==> src/rtl/serv_bus_sched_if.sv <==
// Requester (ibus/dbus) and shared memory port signals of serv_bus_sched.
// master drives the request side and memory response; slave is the scheduler.
interface serv_bus_sched_if;
  logic [31:0] i_ibus_adr;
  logic        i_ibus_cyc;
  logic [31:0] o_ibus_rdt;
  logic        o_ibus_ack;

  logic [31:0] i_dbus_adr;
  logic [31:0] i_dbus_dat;
  logic [3:0]  i_dbus_sel;
  logic        i_dbus_we;
  logic        i_dbus_cyc;
  logic [31:0] o_dbus_rdt;
  logic        o_dbus_ack;

  logic [31:0] o_wb_adr;
  logic [31:0] o_wb_dat;
  logic [3:0]  o_wb_sel;
  logic        o_wb_we;
  logic        o_wb_cyc;
  logic [31:0] i_wb_rdt;
  logic        i_wb_ack;

  logic        o_timeout;

  modport master (
    output i_ibus_adr, i_ibus_cyc, i_dbus_adr, i_dbus_dat, i_dbus_sel,
           i_dbus_we, i_dbus_cyc, i_wb_rdt, i_wb_ack,
    input  o_ibus_rdt, o_ibus_ack, o_dbus_rdt, o_dbus_ack, o_wb_adr,
           o_wb_dat, o_wb_sel, o_wb_we, o_wb_cyc, o_timeout
  );

  modport slave (
    input  i_ibus_adr, i_ibus_cyc, i_dbus_adr, i_dbus_dat, i_dbus_sel,
           i_dbus_we, i_dbus_cyc, i_wb_rdt, i_wb_ack,
    output o_ibus_rdt, o_ibus_ack, o_dbus_rdt, o_dbus_ack, o_wb_adr,
           o_wb_dat, o_wb_sel, o_wb_we, o_wb_cyc, o_timeout
  );
endinterface

==> src/rtl/serv_bus_sched.sv <==
// Arbitrates ibus/dbus onto one registered memory port, dbus first, with
// abort, per-transaction timeout and a one-cycle DONE turnaround.
module serv_bus_sched #(
  parameter int unsigned TIMEOUT = 255
) (
  input  logic            clk,
  input  logic            i_rst,
  serv_bus_sched_if.slave bus
);

  typedef enum logic [1:0] {IDLE, GNT_I, GNT_D, DONE} state_t;

  localparam logic [7:0] TMO_LAST = 8'(TIMEOUT - 1);

  state_t      state_q, state_d;
  logic [7:0]  cnt_q;
  logic        in_gnt;
  logic        req_cyc;
  logic        ack;
  logic [31:0] rdt;
  logic        tmo;

  assign in_gnt  = (state_q == GNT_I) || (state_q == GNT_D);
  assign req_cyc = (state_q == GNT_D) ? bus.i_dbus_cyc : bus.i_ibus_cyc;

  always_ff @(posedge clk) begin
    if (i_rst) state_q <= IDLE;
    else       state_q <= state_d;
  end

  always_comb begin
    state_d = state_q;
    ack     = 1'b0;
    rdt     = 32'h0;
    tmo     = 1'b0;
    case (state_q)
      IDLE: begin
        if (bus.i_dbus_cyc)      state_d = GNT_D;
        else if (bus.i_ibus_cyc) state_d = GNT_I;
      end
      GNT_I, GNT_D: begin
        // Memory ack beats both abort and timeout in the same cycle.
        if (bus.i_wb_ack) begin
          ack     = 1'b1;
          rdt     = bus.i_wb_rdt;
          state_d = DONE;
        end else if (!req_cyc) begin
          state_d = DONE;
        end else if (cnt_q == TMO_LAST) begin
          ack     = 1'b1;
          tmo     = 1'b1;
          state_d = DONE;
        end
      end
      DONE:    state_d = IDLE;
      default: state_d = IDLE;
    endcase
    if (i_rst) begin
      ack = 1'b0;
      rdt = 32'h0;
      tmo = 1'b0;
    end
  end

  assign bus.o_ibus_ack = ack && (state_q == GNT_I);
  assign bus.o_ibus_rdt = bus.o_ibus_ack ? rdt : 32'h0;
  assign bus.o_dbus_ack = ack && (state_q == GNT_D);
  assign bus.o_dbus_rdt = bus.o_dbus_ack ? rdt : 32'h0;
  assign bus.o_timeout  = tmo;

  always_ff @(posedge clk) begin
    if (i_rst || !in_gnt) cnt_q <= 8'h0;
    else                  cnt_q <= cnt_q + 8'h1;
  end

  // Request fields are latched only on the grant edge and held until the next grant.
  always_ff @(posedge clk) begin
    if (i_rst) begin
      bus.o_wb_adr <= 32'h0;
      bus.o_wb_dat <= 32'h0;
      bus.o_wb_sel <= 4'h0;
      bus.o_wb_we  <= 1'b0;
      bus.o_wb_cyc <= 1'b0;
    end else if (state_q == IDLE && state_d == GNT_D) begin
      bus.o_wb_adr <= bus.i_dbus_adr;
      bus.o_wb_dat <= bus.i_dbus_dat;
      bus.o_wb_sel <= bus.i_dbus_sel;
      bus.o_wb_we  <= bus.i_dbus_we;
      bus.o_wb_cyc <= 1'b1;
    end else if (state_q == IDLE && state_d == GNT_I) begin
      bus.o_wb_adr <= bus.i_ibus_adr;
      bus.o_wb_dat <= 32'h0;
      bus.o_wb_sel <= 4'hF;
      bus.o_wb_we  <= 1'b0;
      bus.o_wb_cyc <= 1'b1;
    end else if (in_gnt && state_d == DONE) begin
      bus.o_wb_cyc <= 1'b0;
    end
  end

endmodule

==> src/flat_wrapper.sv <==
// flat-port wrapper written by rule: the top's interface ports become plain ports
module serv_bus_sched_flat 
#(
  parameter int unsigned TIMEOUT = 255
)
  (clk, i_rst, bus_i_ibus_adr, bus_i_ibus_cyc, bus_i_dbus_adr, bus_i_dbus_dat, bus_i_dbus_sel, bus_i_dbus_we, bus_i_dbus_cyc, bus_i_wb_rdt, bus_i_wb_ack, bus_o_ibus_rdt, bus_o_ibus_ack, bus_o_dbus_rdt, bus_o_dbus_ack, bus_o_wb_adr, bus_o_wb_dat, bus_o_wb_sel, bus_o_wb_we, bus_o_wb_cyc, bus_o_timeout);
  serv_bus_sched_if bus_i ();
  input  logic clk;
  input  logic i_rst;
  input wire logic [$bits(bus_i.i_ibus_adr)-1:0] bus_i_ibus_adr;
  input wire logic [$bits(bus_i.i_ibus_cyc)-1:0] bus_i_ibus_cyc;
  input wire logic [$bits(bus_i.i_dbus_adr)-1:0] bus_i_dbus_adr;
  input wire logic [$bits(bus_i.i_dbus_dat)-1:0] bus_i_dbus_dat;
  input wire logic [$bits(bus_i.i_dbus_sel)-1:0] bus_i_dbus_sel;
  input wire logic [$bits(bus_i.i_dbus_we)-1:0] bus_i_dbus_we;
  input wire logic [$bits(bus_i.i_dbus_cyc)-1:0] bus_i_dbus_cyc;
  input wire logic [$bits(bus_i.i_wb_rdt)-1:0] bus_i_wb_rdt;
  input wire logic [$bits(bus_i.i_wb_ack)-1:0] bus_i_wb_ack;
  output wire logic [$bits(bus_i.o_ibus_rdt)-1:0] bus_o_ibus_rdt;
  output wire logic [$bits(bus_i.o_ibus_ack)-1:0] bus_o_ibus_ack;
  output wire logic [$bits(bus_i.o_dbus_rdt)-1:0] bus_o_dbus_rdt;
  output wire logic [$bits(bus_i.o_dbus_ack)-1:0] bus_o_dbus_ack;
  output wire logic [$bits(bus_i.o_wb_adr)-1:0] bus_o_wb_adr;
  output wire logic [$bits(bus_i.o_wb_dat)-1:0] bus_o_wb_dat;
  output wire logic [$bits(bus_i.o_wb_sel)-1:0] bus_o_wb_sel;
  output wire logic [$bits(bus_i.o_wb_we)-1:0] bus_o_wb_we;
  output wire logic [$bits(bus_i.o_wb_cyc)-1:0] bus_o_wb_cyc;
  output wire logic [$bits(bus_i.o_timeout)-1:0] bus_o_timeout;
  assign bus_i.i_ibus_adr = bus_i_ibus_adr;
  assign bus_i.i_ibus_cyc = bus_i_ibus_cyc;
  assign bus_i.i_dbus_adr = bus_i_dbus_adr;
  assign bus_i.i_dbus_dat = bus_i_dbus_dat;
  assign bus_i.i_dbus_sel = bus_i_dbus_sel;
  assign bus_i.i_dbus_we = bus_i_dbus_we;
  assign bus_i.i_dbus_cyc = bus_i_dbus_cyc;
  assign bus_i.i_wb_rdt = bus_i_wb_rdt;
  assign bus_i.i_wb_ack = bus_i_wb_ack;
  assign bus_o_ibus_rdt = bus_i.o_ibus_rdt;
  assign bus_o_ibus_ack = bus_i.o_ibus_ack;
  assign bus_o_dbus_rdt = bus_i.o_dbus_rdt;
  assign bus_o_dbus_ack = bus_i.o_dbus_ack;
  assign bus_o_wb_adr = bus_i.o_wb_adr;
  assign bus_o_wb_dat = bus_i.o_wb_dat;
  assign bus_o_wb_sel = bus_i.o_wb_sel;
  assign bus_o_wb_we = bus_i.o_wb_we;
  assign bus_o_wb_cyc = bus_i.o_wb_cyc;
  assign bus_o_timeout = bus_i.o_timeout;
  serv_bus_sched #(.TIMEOUT(TIMEOUT)) u_core (.clk(clk), .i_rst(i_rst), .bus(bus_i));
endmodule
==> config.mk <==
export PLATFORM = sky130hd
export DESIGN_NAME = serv_bus_sched_flat
export DESIGN_NICKNAME = d
export VERILOG_FILES = /design/src/rtl/serv_bus_sched_if.sv /design/src/rtl/serv_bus_sched.sv /design/src/flat_wrapper.sv
export SDC_FILE = /design/constraint.sdc
export NUM_CORES = 1
export LEC_CHECK = 0
export CORE_MARGIN = 8
export CORE_UTILIZATION = 34
export CTS_CLUSTER_DIAMETER = 120
export DETAILED_ROUTE_END_ITERATION = 16
export HOLD_SLACK_MARGIN = 0.06
export PLACE_DENSITY_LB_ADDON = 0.1
export RECOVER_POWER = 50
export REMOVE_ABC_BUFFERS = 1
export SYNTH_ARGS = -nofsm -noshare
export SYNTH_HDL_FRONTEND = slang
export SYNTH_SLANG_ARGS = --single-unit
==> constraint.sdc <==
create_clock -name clk -period 2.1 [get_ports clk]
set_input_delay 0.42 -clock clk [delete_from_list [all_inputs] [get_ports clk]]
set_output_delay 0.42 -clock clk [all_outputs]
set_load 0.01 [all_outputs]
==> ci_impl_report.md, run 1 <==
### Flow metrics

| Metric | Value |
|---|---|
| Synth area leaders | `dfxtp_1, and2_1, mux2i_1, a22o_1, a21oi_1` |
| Cell Count, Final, Fillers Out | `812` |
| Pwr top | `sequential cells` |
| Die ar. | `14300 sq um` |
| FF-to-FF path depth | `6` |
| M2 GR Usage | `0.378` |
| Critical path buffers and inverters | `5` |
| Switching share of power | `0.298` |
| CP max stage cell | `dfxtp_2` |
| DR WL met3 | `1.45 mm` |
| Top cell category | `buffers` |
| Synth flops | `80` |
| ClkCell Share | `0.0286` |
| Fp util | `0.351` |
| Non-clock buffer share | `0.444` |
| Clock Latency Late Sink | `0.35 ns` |
| Clk sinks | `80` |
| CTS hold repair buffers | `0` |
| Comb pwr share | `0.348` |
| Sequential power | `1.83 mW` |
| Status | `complete, but fails checks` |
| Launch point of the worst hold path | `u_core.bus.o_wb_dat[7]$_SDFFE_PP0P_` |
| Max incr delay on CP | `0.34 ns` |
| PostCTS Resize Cnt | `349` |
| Achievable clock frequency | `438 MHz` |
| Final setup margin | `-0.182 ns` |
| Capturing point of the worst reg2reg path | `u_core.bus.o_wb_adr[1]$_SDFFE_PP0P_` |
| Final weighted congestion in routability-driven placement | `0.787` |
| Chip area in the Yosys report | `3640 sq um` |
| Cell mode on critical path | `buf_6` |
| Final Setup Violations | `67` |
| Hold EP | `u_core.bus.o_wb_dat[7]$_SDFFE_PP0P_` |
| DRC | `0` |
| Synth Cell Area | `3640 sq um` |
| Top routing layer in use | `met4` |
| Count of library flops with an enable pin | `0` |
| Reg-to-reg slack, setup | `0.18 ns` |
| Critical Path Sink Type | `output pin` |
| Logic power comb | `1.59 mW` |
| Crit path to | `bus_o_ibus_rdt[1]` |
| Failing checks | `negative setup slack` |
| Gate Count Post-Synth | `376` |
| Synth logic family | `AND-OR/OR-AND gates` |
| Max_slew headroom | `0.602` |
| Post-place setup slack | `-0.543 ns` |
| Leakage power | `3.14 nW` |
| Buffers on Ports | `274` |
| Router iterations before antenna repair | `6` |
| Met1 Usage GRT | `0.192` |
| Crit path launch type | `flop` |
| Worst hold path depth | `1` |
| Die width | `119 microns` |
| PD cells | `633 nW/um^2` |
| Yosys adder share | `0.0172` |
| ANT nets after route | `0` |
| Yosys stat cell total | `376` |
| Post-DP HPWL | `11.6 mm` |
| First-pass GRT wire length | `22.7 mm` |
| CTS tree | `yes` |
| Worst hold path class | `reg -> reg` |
| Maximum VDD drop | `388 uV` |
| Cell internal pwr | `3.21 mW` |
| Most crowded layer after global routing | `met2` |
| Mux frac, synth | `0.0908` |
| Antenna violations before repair | `0` |
| R2r startpoint | `u_core.state_q[1]$_SDFF_PP0_` |
| Post-DR vias/cell | `4.91` |
### Clock wiring as the flow saved it, run 1

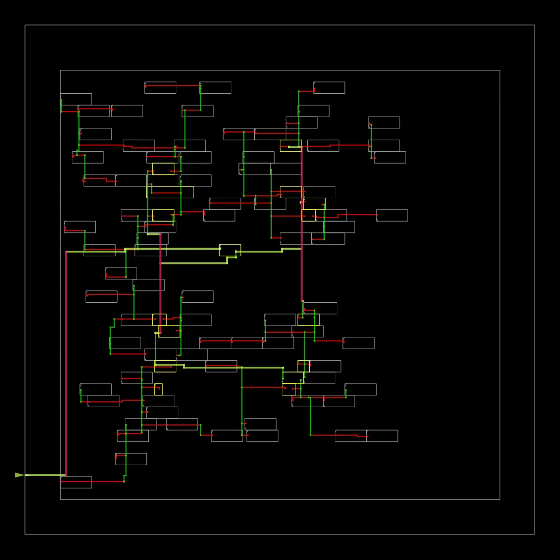
Layout Skew: 0.0127 ns
flop count: 80

### Selected gate families, run 1

Scale bar: 20 microns.
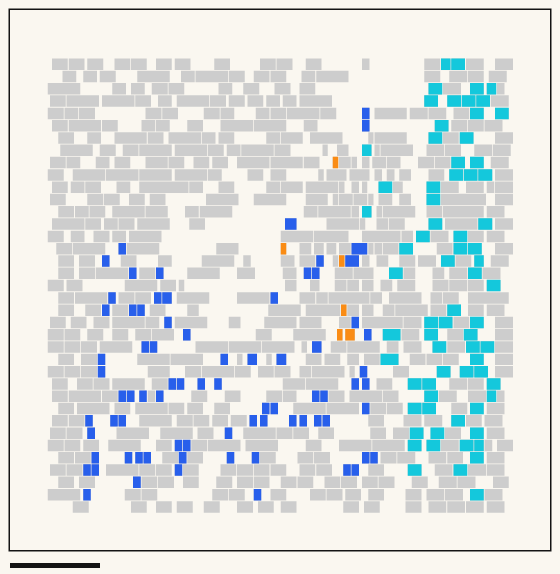
inv cells: marked orange, cells 6, where middle. aoi and oai cells: marked blue, cells 77. and/or cells: marked cyan, cells 71, where a column on the right.

### I/O pins on the die edge, run 1

Pins as bars across the die edge, other pins in gray.
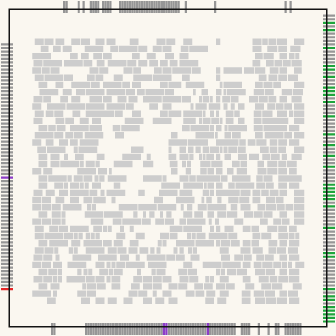
bus_o_wb_sel: marked purple, pins 4, direction output, edge 3 bottom, 1 left. bus_i_wb_rdt: marked green, pins 32, direction input, edge right. clk: marked red, pins 1, direction input, edge left.

### Routed metal, one color a layer, run 1

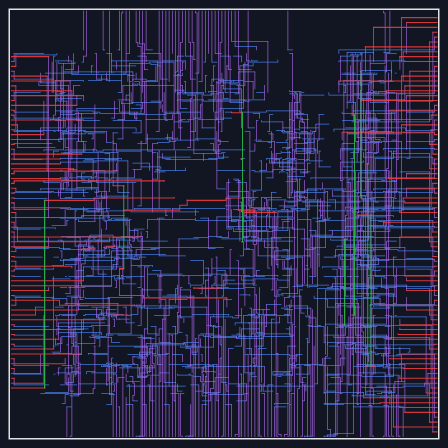
M2: marked purple, wire length 8140 microns. M4: marked green, wire length 325 microns. M3: marked red, wire length 1450 microns. M1: marked blue, wire length 5610 microns.

--- run 2 (diff from run 1) ---
--- a/config.mk
+++ b/config.mk
@@ -9,10 +9,12 @@
 export CORE_UTILIZATION = 34
 export CTS_CLUSTER_DIAMETER = 120
 export DETAILED_ROUTE_END_ITERATION = 16
+export GPL_ROUTABILITY_DRIVEN = 0
 export HOLD_SLACK_MARGIN = 0.06
 export PLACE_DENSITY_LB_ADDON = 0.1
 export RECOVER_POWER = 50
 export REMOVE_ABC_BUFFERS = 1
+export SLEW_MARGIN = 5
 export SYNTH_ARGS = -nofsm -noshare
 export SYNTH_HDL_FRONTEND = slang
 export SYNTH_SLANG_ARGS = --single-unit
### I/O pins on the die edge, run 2

Pins as bars across the die edge, other pins in gray.
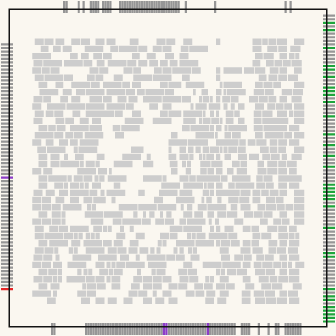
bus_o_wb_sel: marked purple, pins 4, direction output, edge 3 bottom, 1 left. clk: marked red, pins 1, direction input, edge left. bus_i_wb_rdt: marked green, pins 32, direction input, edge right.
All pins by edge: 86 right, 79 bottom, 69 left, 41 top.

==> ci_impl_report.md, run 2 <==
### Flow metrics

| Metric | Value |
|---|---|
| Mux frac, synth | `0.0908 (unchanged)` |
| Buffers on Ports | `274 (unchanged)` |
| Sequential power | `1.83 mW (about the same)` |
| Met1 Usage GRT | `0.192 (unchanged)` |
| Top routing layer in use | `met4` |
| CTS hold repair buffers | `0 (unchanged)` |
| Final Setup Violations | `67 (unchanged)` |
| Logic power comb | `1.59 mW (about the same)` |
| Max_slew headroom | `0.602 (unchanged)` |
| Most crowded layer after global routing | `met2` |
| Non-clock buffer share | `0.444 (unchanged)` |
| CTS tree | `yes` |
| Antenna violations before repair | `0 (unchanged)` |
| Synth area leaders | `dfxtp_1, and2_1, mux2i_1, a22o_1, a21oi_1` |
| Hold EP | `u_core.bus.o_wb_dat[7]$_SDFFE_PP0P_` |
| Clk sinks | `80 (unchanged)` |
| Leakage power | `3.14 nW (unchanged)` |
| ANT nets after route | `0 (unchanged)` |
| Max incr delay on CP | `0.34 ns (about the same)` |
| Failing checks | `negative setup slack` |
| Cell Count, Final, Fillers Out | `812 (unchanged)` |
| Worst hold path class | `reg -> reg` |
| Router iterations before antenna repair | `6 (unchanged)` |
| Post-place setup slack | `-0.543 ns (unchanged)` |
| Crit path launch type | `flop` |
| Die width | `119 microns (unchanged)` |
| ClkCell Share | `0.0286 (unchanged)` |
| Count of library flops with an enable pin | `0 (unchanged)` |
| Achievable clock frequency | `438 MHz (unchanged)` |
| Crit path to | `bus_o_ibus_rdt[1]` |
| CP max stage cell | `dfxtp_2` |
| Final setup margin | `-0.182 ns (unchanged)` |
| Fp util | `0.351 (unchanged)` |
| Status | `complete, but fails checks` |
| Synth Cell Area | `3640 sq um (unchanged)` |
| Post-DP HPWL | `11.6 mm (unchanged)` |
| Maximum VDD drop | `388 uV (unchanged)` |
| Synth flops | `80 (unchanged)` |
| Reg-to-reg slack, setup | `0.18 ns (about the same)` |
| Chip area in the Yosys report | `3640 sq um (unchanged)` |
| Worst hold path depth | `1 (unchanged)` |
| Capturing point of the worst reg2reg path | `u_core.bus.o_wb_adr[1]$_SDFFE_PP0P_` |
| M2 GR Usage | `0.378 (unchanged)` |
| Top cell category | `buffers` |
| R2r startpoint | `u_core.state_q[1]$_SDFF_PP0_` |
| PD cells | `633 nW/um^2 (unchanged)` |
| Pwr top | `sequential cells` |
No activity file was given, so power comes from the tool's default toggle rates.
